<file path="src/rtl/led_pkg.sv">
// Shared constants for the LED line packer and the LED SPI controller.
package led_pkg;

  localparam int LED_BYTE_W          = 8;
  localparam int LED_BYTES_PER_LINE  = 50;
  localparam int LED_LINE_W          = LED_BYTE_W * LED_BYTES_PER_LINE;
  localparam int LED_LINES_PER_FRAME = 256;
  localparam int LED_IDX_W           = $clog2(LED_LINES_PER_FRAME);

  // Counter width that stays legal even for a one-entry range.
  function automatic int led_cnt_w(input int n);
    return (n > 1) ? $clog2(n) : 1;
  endfunction

endpackage

</file>
<file path="src/rtl/led_line_bank.sv">
// One half of the ping-pong line buffer: line storage with byte-lane writes,
// the full flag and the line index latched when the line completes.
import led_pkg::*;

module led_line_bank #(
  parameter int  BYTE_W         = LED_BYTE_W,
  parameter int  BYTES_PER_LINE = LED_BYTES_PER_LINE,
  parameter int  IDX_W          = LED_IDX_W,
  localparam int LINE_W         = BYTE_W * BYTES_PER_LINE,
  localparam int CNT_W          = led_cnt_w(BYTES_PER_LINE)
) (
  input  logic              clk,
  input  logic              rst,
  input  logic              i_wr_en,
  input  logic [CNT_W-1:0]  i_wr_lane,
  input  logic [BYTE_W-1:0] i_wr_byte,
  input  logic              i_set_full,
  input  logic [IDX_W-1:0]  i_set_idx,
  input  logic              i_clr_full,
  output logic [LINE_W-1:0] o_data,
  output logic              o_full,
  output logic [IDX_W-1:0]  o_idx
);

  logic [LINE_W-1:0] r_data;
  logic              r_full;
  logic [IDX_W-1:0]  r_idx;

  // Byte lane k lands at the top of the word first: lane 0 is the MSB byte.
  always_ff @(posedge clk) begin
    if (i_wr_en) begin
      for (int k = 0; k < BYTES_PER_LINE; k++) begin
        if (i_wr_lane == CNT_W'(k)) begin
          r_data[LINE_W-1-BYTE_W*k -: BYTE_W] <= i_wr_byte;
        end
      end
    end
  end

  // Full flag: set on line completion, cleared when the consumer takes the line.
  always_ff @(posedge clk) begin
    if (rst) begin
      r_full <= 1'b0;
    end else if (i_set_full) begin
      r_full <= 1'b1;
    end else if (i_clr_full) begin
      r_full <= 1'b0;
    end
  end

  // Line index is captured together with the full flag and held until reuse.
  always_ff @(posedge clk) begin
    if (i_set_full) begin
      r_idx <= i_set_idx;
    end
  end

  assign o_data = r_data;
  assign o_full = r_full;
  assign o_idx  = r_idx;

endmodule

</file>
<file path="src/rtl/led_line_packer.sv">
// Packs a byte stream into full-line words through a two-bank ping-pong buffer
// and presents each line with its frame position to the SPI controller.
import led_pkg::*;

module led_line_packer #(
  parameter int  BYTE_W          = LED_BYTE_W,
  parameter int  BYTES_PER_LINE  = LED_BYTES_PER_LINE,
  parameter int  LINES_PER_FRAME = LED_LINES_PER_FRAME,
  localparam int LINE_W          = BYTE_W * BYTES_PER_LINE,
  localparam int IDX_W           = led_cnt_w(LINES_PER_FRAME)
) (
  input  logic              clk,
  input  logic              rst,
  input  logic [BYTE_W-1:0] s_data,
  input  logic              s_valid,
  input  logic              s_sof,
  output logic              s_ready,
  output logic [LINE_W-1:0] line_data,
  output logic              line_valid,
  input  logic              line_ack,
  output logic [IDX_W-1:0]  line_idx,
  output logic              line_first,
  output logic              line_last,
  output logic              err_sof
);

  localparam int CNT_W = led_cnt_w(BYTES_PER_LINE);

  logic [CNT_W-1:0] r_byte_cnt;
  logic [IDX_W-1:0] r_wr_line;
  logic             r_wr_bank;
  logic             r_rd_bank;
  logic             r_err_sof;

  logic [LINE_W-1:0] w_bank_data [2];
  logic [IDX_W-1:0]  w_bank_idx  [2];
  logic [1:0]        w_bank_full;

  logic             w_take;
  logic             w_sof;
  logic [CNT_W-1:0] w_lane;
  logic [IDX_W-1:0] w_line_cur;
  logic [IDX_W-1:0] w_line_next;
  logic             w_line_done;
  logic             w_ack;

  // A start-of-frame beat restarts the line at lane 0 and the frame at line 0.
  assign w_take      = s_valid & s_ready;
  assign w_sof       = w_take & s_sof;
  assign w_lane      = w_sof ? '0 : r_byte_cnt;
  assign w_line_cur  = w_sof ? '0 : r_wr_line;
  assign w_line_next = (w_line_cur == IDX_W'(LINES_PER_FRAME-1)) ? '0 : w_line_cur + 1'b1;
  assign w_line_done = w_take & (w_lane == CNT_W'(BYTES_PER_LINE-1));
  assign w_ack       = line_valid & line_ack;

  // The write and read banks only coincide when both are empty or both full,
  // so a completion and an ack on the same edge always hit different banks.
  for (genvar b = 0; b < 2; b++) begin : g_bank
    led_line_bank #(
      .BYTE_W         (BYTE_W),
      .BYTES_PER_LINE (BYTES_PER_LINE),
      .IDX_W          (IDX_W)
    ) u_bank (
      .clk        (clk),
      .rst        (rst),
      .i_wr_en    (w_take & (r_wr_bank == 1'(b))),
      .i_wr_lane  (w_lane),
      .i_wr_byte  (s_data),
      .i_set_full (w_line_done & (r_wr_bank == 1'(b))),
      .i_set_idx  (w_line_cur),
      .i_clr_full (w_ack & (r_rd_bank == 1'(b))),
      .o_data     (w_bank_data[b]),
      .o_full     (w_bank_full[b]),
      .o_idx      (w_bank_idx[b])
    );
  end

  // Write side: byte counter, frame line counter, bank steering and SOF error pulse.
  always_ff @(posedge clk) begin
    if (rst) begin
      r_byte_cnt <= '0;
      r_wr_line  <= '0;
      r_wr_bank  <= 1'b0;
      r_err_sof  <= 1'b0;
    end else begin
      r_err_sof <= w_sof & (r_byte_cnt != '0);
      if (w_take) begin
        if (w_line_done) begin
          r_byte_cnt <= '0;
          r_wr_line  <= w_line_next;
          r_wr_bank  <= ~r_wr_bank;
        end else begin
          r_byte_cnt <= w_lane + 1'b1;
          r_wr_line  <= w_line_cur;
        end
      end
    end
  end

  // Read side: advance to the other bank each time a line is consumed.
  always_ff @(posedge clk) begin
    if (rst) begin
      r_rd_bank <= 1'b0;
    end else if (w_ack) begin
      r_rd_bank <= ~r_rd_bank;
    end
  end

  // Data and index read as zero while nothing is presented, giving the idle
  // values line_idx=0 / line_first=1 without resetting the storage.
  assign s_ready    = ~w_bank_full[r_wr_bank];
  assign line_valid = w_bank_full[r_rd_bank];
  assign line_data  = line_valid ? w_bank_data[r_rd_bank] : '0;
  assign line_idx   = line_valid ? w_bank_idx[r_rd_bank] : '0;
  assign line_first = (line_idx == '0);
  assign line_last  = (line_idx == IDX_W'(LINES_PER_FRAME-1));
  assign err_sof    = r_err_sof;

endmodule

</file>
<file path="config.mk">
export PLATFORM = sky130hd
export DESIGN_NAME = led_line_packer
export DESIGN_NICKNAME = d
export VERILOG_FILES = /design/src/rtl/led_pkg.sv /design/src/rtl/led_line_bank.sv /design/src/rtl/led_line_packer.sv
export SDC_FILE = /design/constraint.sdc
export NUM_CORES = 1
export LEC_CHECK = 0
export CAP_MARGIN = 20
export CORE_MARGIN = 4
export CORE_UTILIZATION = 28
export CTS_CLUSTER_SIZE = 20
export DETAILED_ROUTE_END_ITERATION = 7
export PLACE_DENSITY = 0.45
export SYNTH_ARGS = -nofsm -noshare
export SYNTH_HDL_FRONTEND = slang
export SYNTH_SLANG_ARGS = --single-unit
</file>
<file path="constraint.sdc">
create_clock -name clk -period 3.9 [get_ports clk]
set_clock_uncertainty 0.05 [all_clocks]
set_input_delay 0.585 -clock clk [delete_from_list [all_inputs] [get_ports clk]]
set_output_delay 0.585 -clock clk [all_outputs]
set_load 0.01 [all_outputs]
</file>
Fig. 1: supply network
(1 px per um) Pins as bars on the die edge.
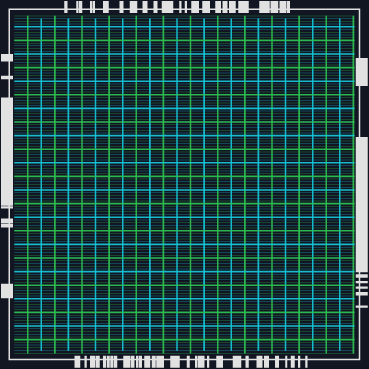
[VDD] cyan
[VSS] green
met4 straps: 25
signal pins: 426
met5 straps: 24
met1 rails: 125
rows: 124

==> metrics.yaml <==
status:
  status: "completed"
route:
  dr_wl_met3_mm: 5.56
  drc_errors: 0
  drt-initial-drc-count: 1419
  maxUsedRoutingLayer: "met4"
  met2_layer_wire_length_in_the_routed_design_mm: 44.9
  wl_met1_mm: 42.1
setup_path:
  worstPathCellList: "mux2i_4 > buf_12 > buf_12 > nor2_1 > clkdlybuf4s50_1"
  worst-path-max-fanout: 84
  rr_endpoint: "g_bank[0].u_bank.o_data[388]"
  timing.setup.critical_path_class: "reg2out"
  critical-path-top-delay-family: "buffers and inverters"
  critPathRequiredTime_ns: 3.26
  setup.reg_to_reg.worst_slack_ns: 0.70
  max_stage_delay_ns: 0.61
  worst_setup_path_endpoint: "line_data[338]"
  critPathCaptureType: "output pin"
  worstReg2RegStart: "r_wr_bank"
  crit_start: "r_rd_bank"
job:
  warning_count: 29
  maxCapViolCount: 0
hold_path:
  worstHoldStart: "s_data[1]"
global_route:
  global_route.usage.met3: 0.0305
  grt_util_met1: 0.203
  vias_in_the_first_global_route: 19403
  gr-total-overflow: 0
  grt_use_total: 0.151
  grt_max_degree: 85
  globalRoute.busiestLayer: "met2"
final_layout:
  signal_buffer_area_fraction: 0.120
  mostFrequentLayoutCells: "sky130_fd_sc_hd__edfxtp_1, sky130_fd_sc_hd__nor2_1, sky130_fd_sc_hd__clkdlybuf4s50_1"
  nNetsFinal: 2549
  n_clock_buffer: 104
  area_growth_from_synthesis_to_layout_pct: 29.3
  clock_cell_area_share: 0.0728
  layout_top_cell_excl_fill_tap: "sky130_fd_sc_hd__edfxtp_1"
  layout.area.comb_um2: 7060
  num-nonclk-buffers: 507
  largest_reg_flops: 800
  final_core_util: 0.366
  antenna-diode-count: 0
  finish.instance_area_um2: 42000
  finish.cell_count_without_fillers: 4115
  flop_area_um2: 24900
logic_synthesis:
  synth_area_um2: 32500
  ys_async_sr_fraction: 0
  post-synth-top-area-fraction: 0.754
  netlist-cell-type-count: 50
  netlist.top_cell.by_instances: "sky130_fd_sc_hd__edfxtp_1"
  synth.cellmix.xorXnorShare: 0
  synth.yosys.warnings: 0
  netlist_top_cells_count: "sky130_fd_sc_hd__edfxtp_1, sky130_fd_sc_hd__nor2_1, sky130_fd_sc_hd__mux2i_1"
  synth-edff-count: 816
  flop_cell: "sky130_fd_sc_hd__edfxtp_1"
  post_synth.cell_area_avg_um2: 15.9
  ys_seq_share: 0.766
  numSynthFlops: 835
  synthesis.nets: 2059
  ys_sh_adder: 0.00193
floorplan:
  die_boundary_width_um: 349
  fp.dieArea_um2: 122000
  floorplan.rows: 124
  core_util_floorplan: 0.283
  pin_count: 426
  floorplan.die.height_um: 349
  core_um2: 115000
sta:
  timing.final.hold_violations: 0
  final-setup-viol-count: 0
  finalWorstSetupSlack_ns: 0.214
  max_freq_mhz: 271
  final.min_clock_period_ns: 3.69
  max_transition_viols_final: 0
  fin_hold_ws_ns: 0.453
place:
  dpl.hpwl_mm: 61.4
  placement.io_buffers: 425
  placement.cell_area_um2: 38900
  dp.cells: 3950
clock_tree:
  cts.repair.resized: 0
  numCtsBuffers: 91
  cts-hold-fix-buffers: 0
  clock_tree_from_tritoncts: "yes"
  cts_h_tree_depth: 3
  path_clk_slew_ns: 0.06
  clk_path_buf_depth: 3
  post_cts_buffers: 0
  clock_sinks: 835
pwr:
  power_leader: "sequential cells"
  part_of_the_power_in_the_clock_network: 0.464
  sequentialPower_w: 0.00986
  cellLeakagePower_nw: 12.6
  p_sw_w: 0.00376
  total_power_w: 0.0189
  p_clk_w: 0.00877
  switching_share: 0.199
Fig. 2: clock network drawn from the DEF
(1.5 px per um)
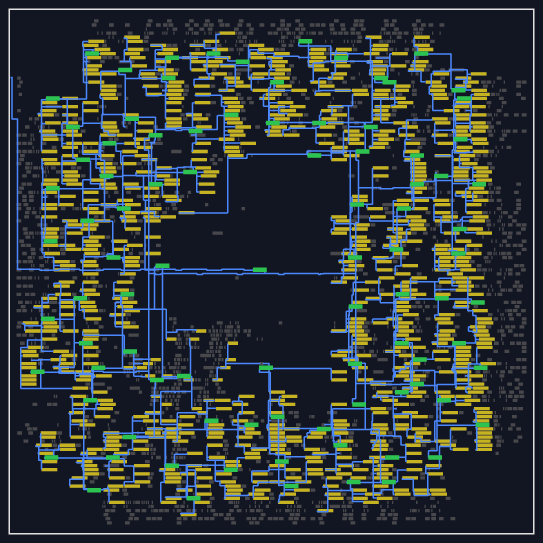
[clock-net drivers] green | count: 91
[flip-flops] yellow | count: 835
[clock wires] blue | length: 10600 um
flops lie: all over the die
routed clock nets: 92

No activity file was given, so power comes from the tool's default toggle rates.
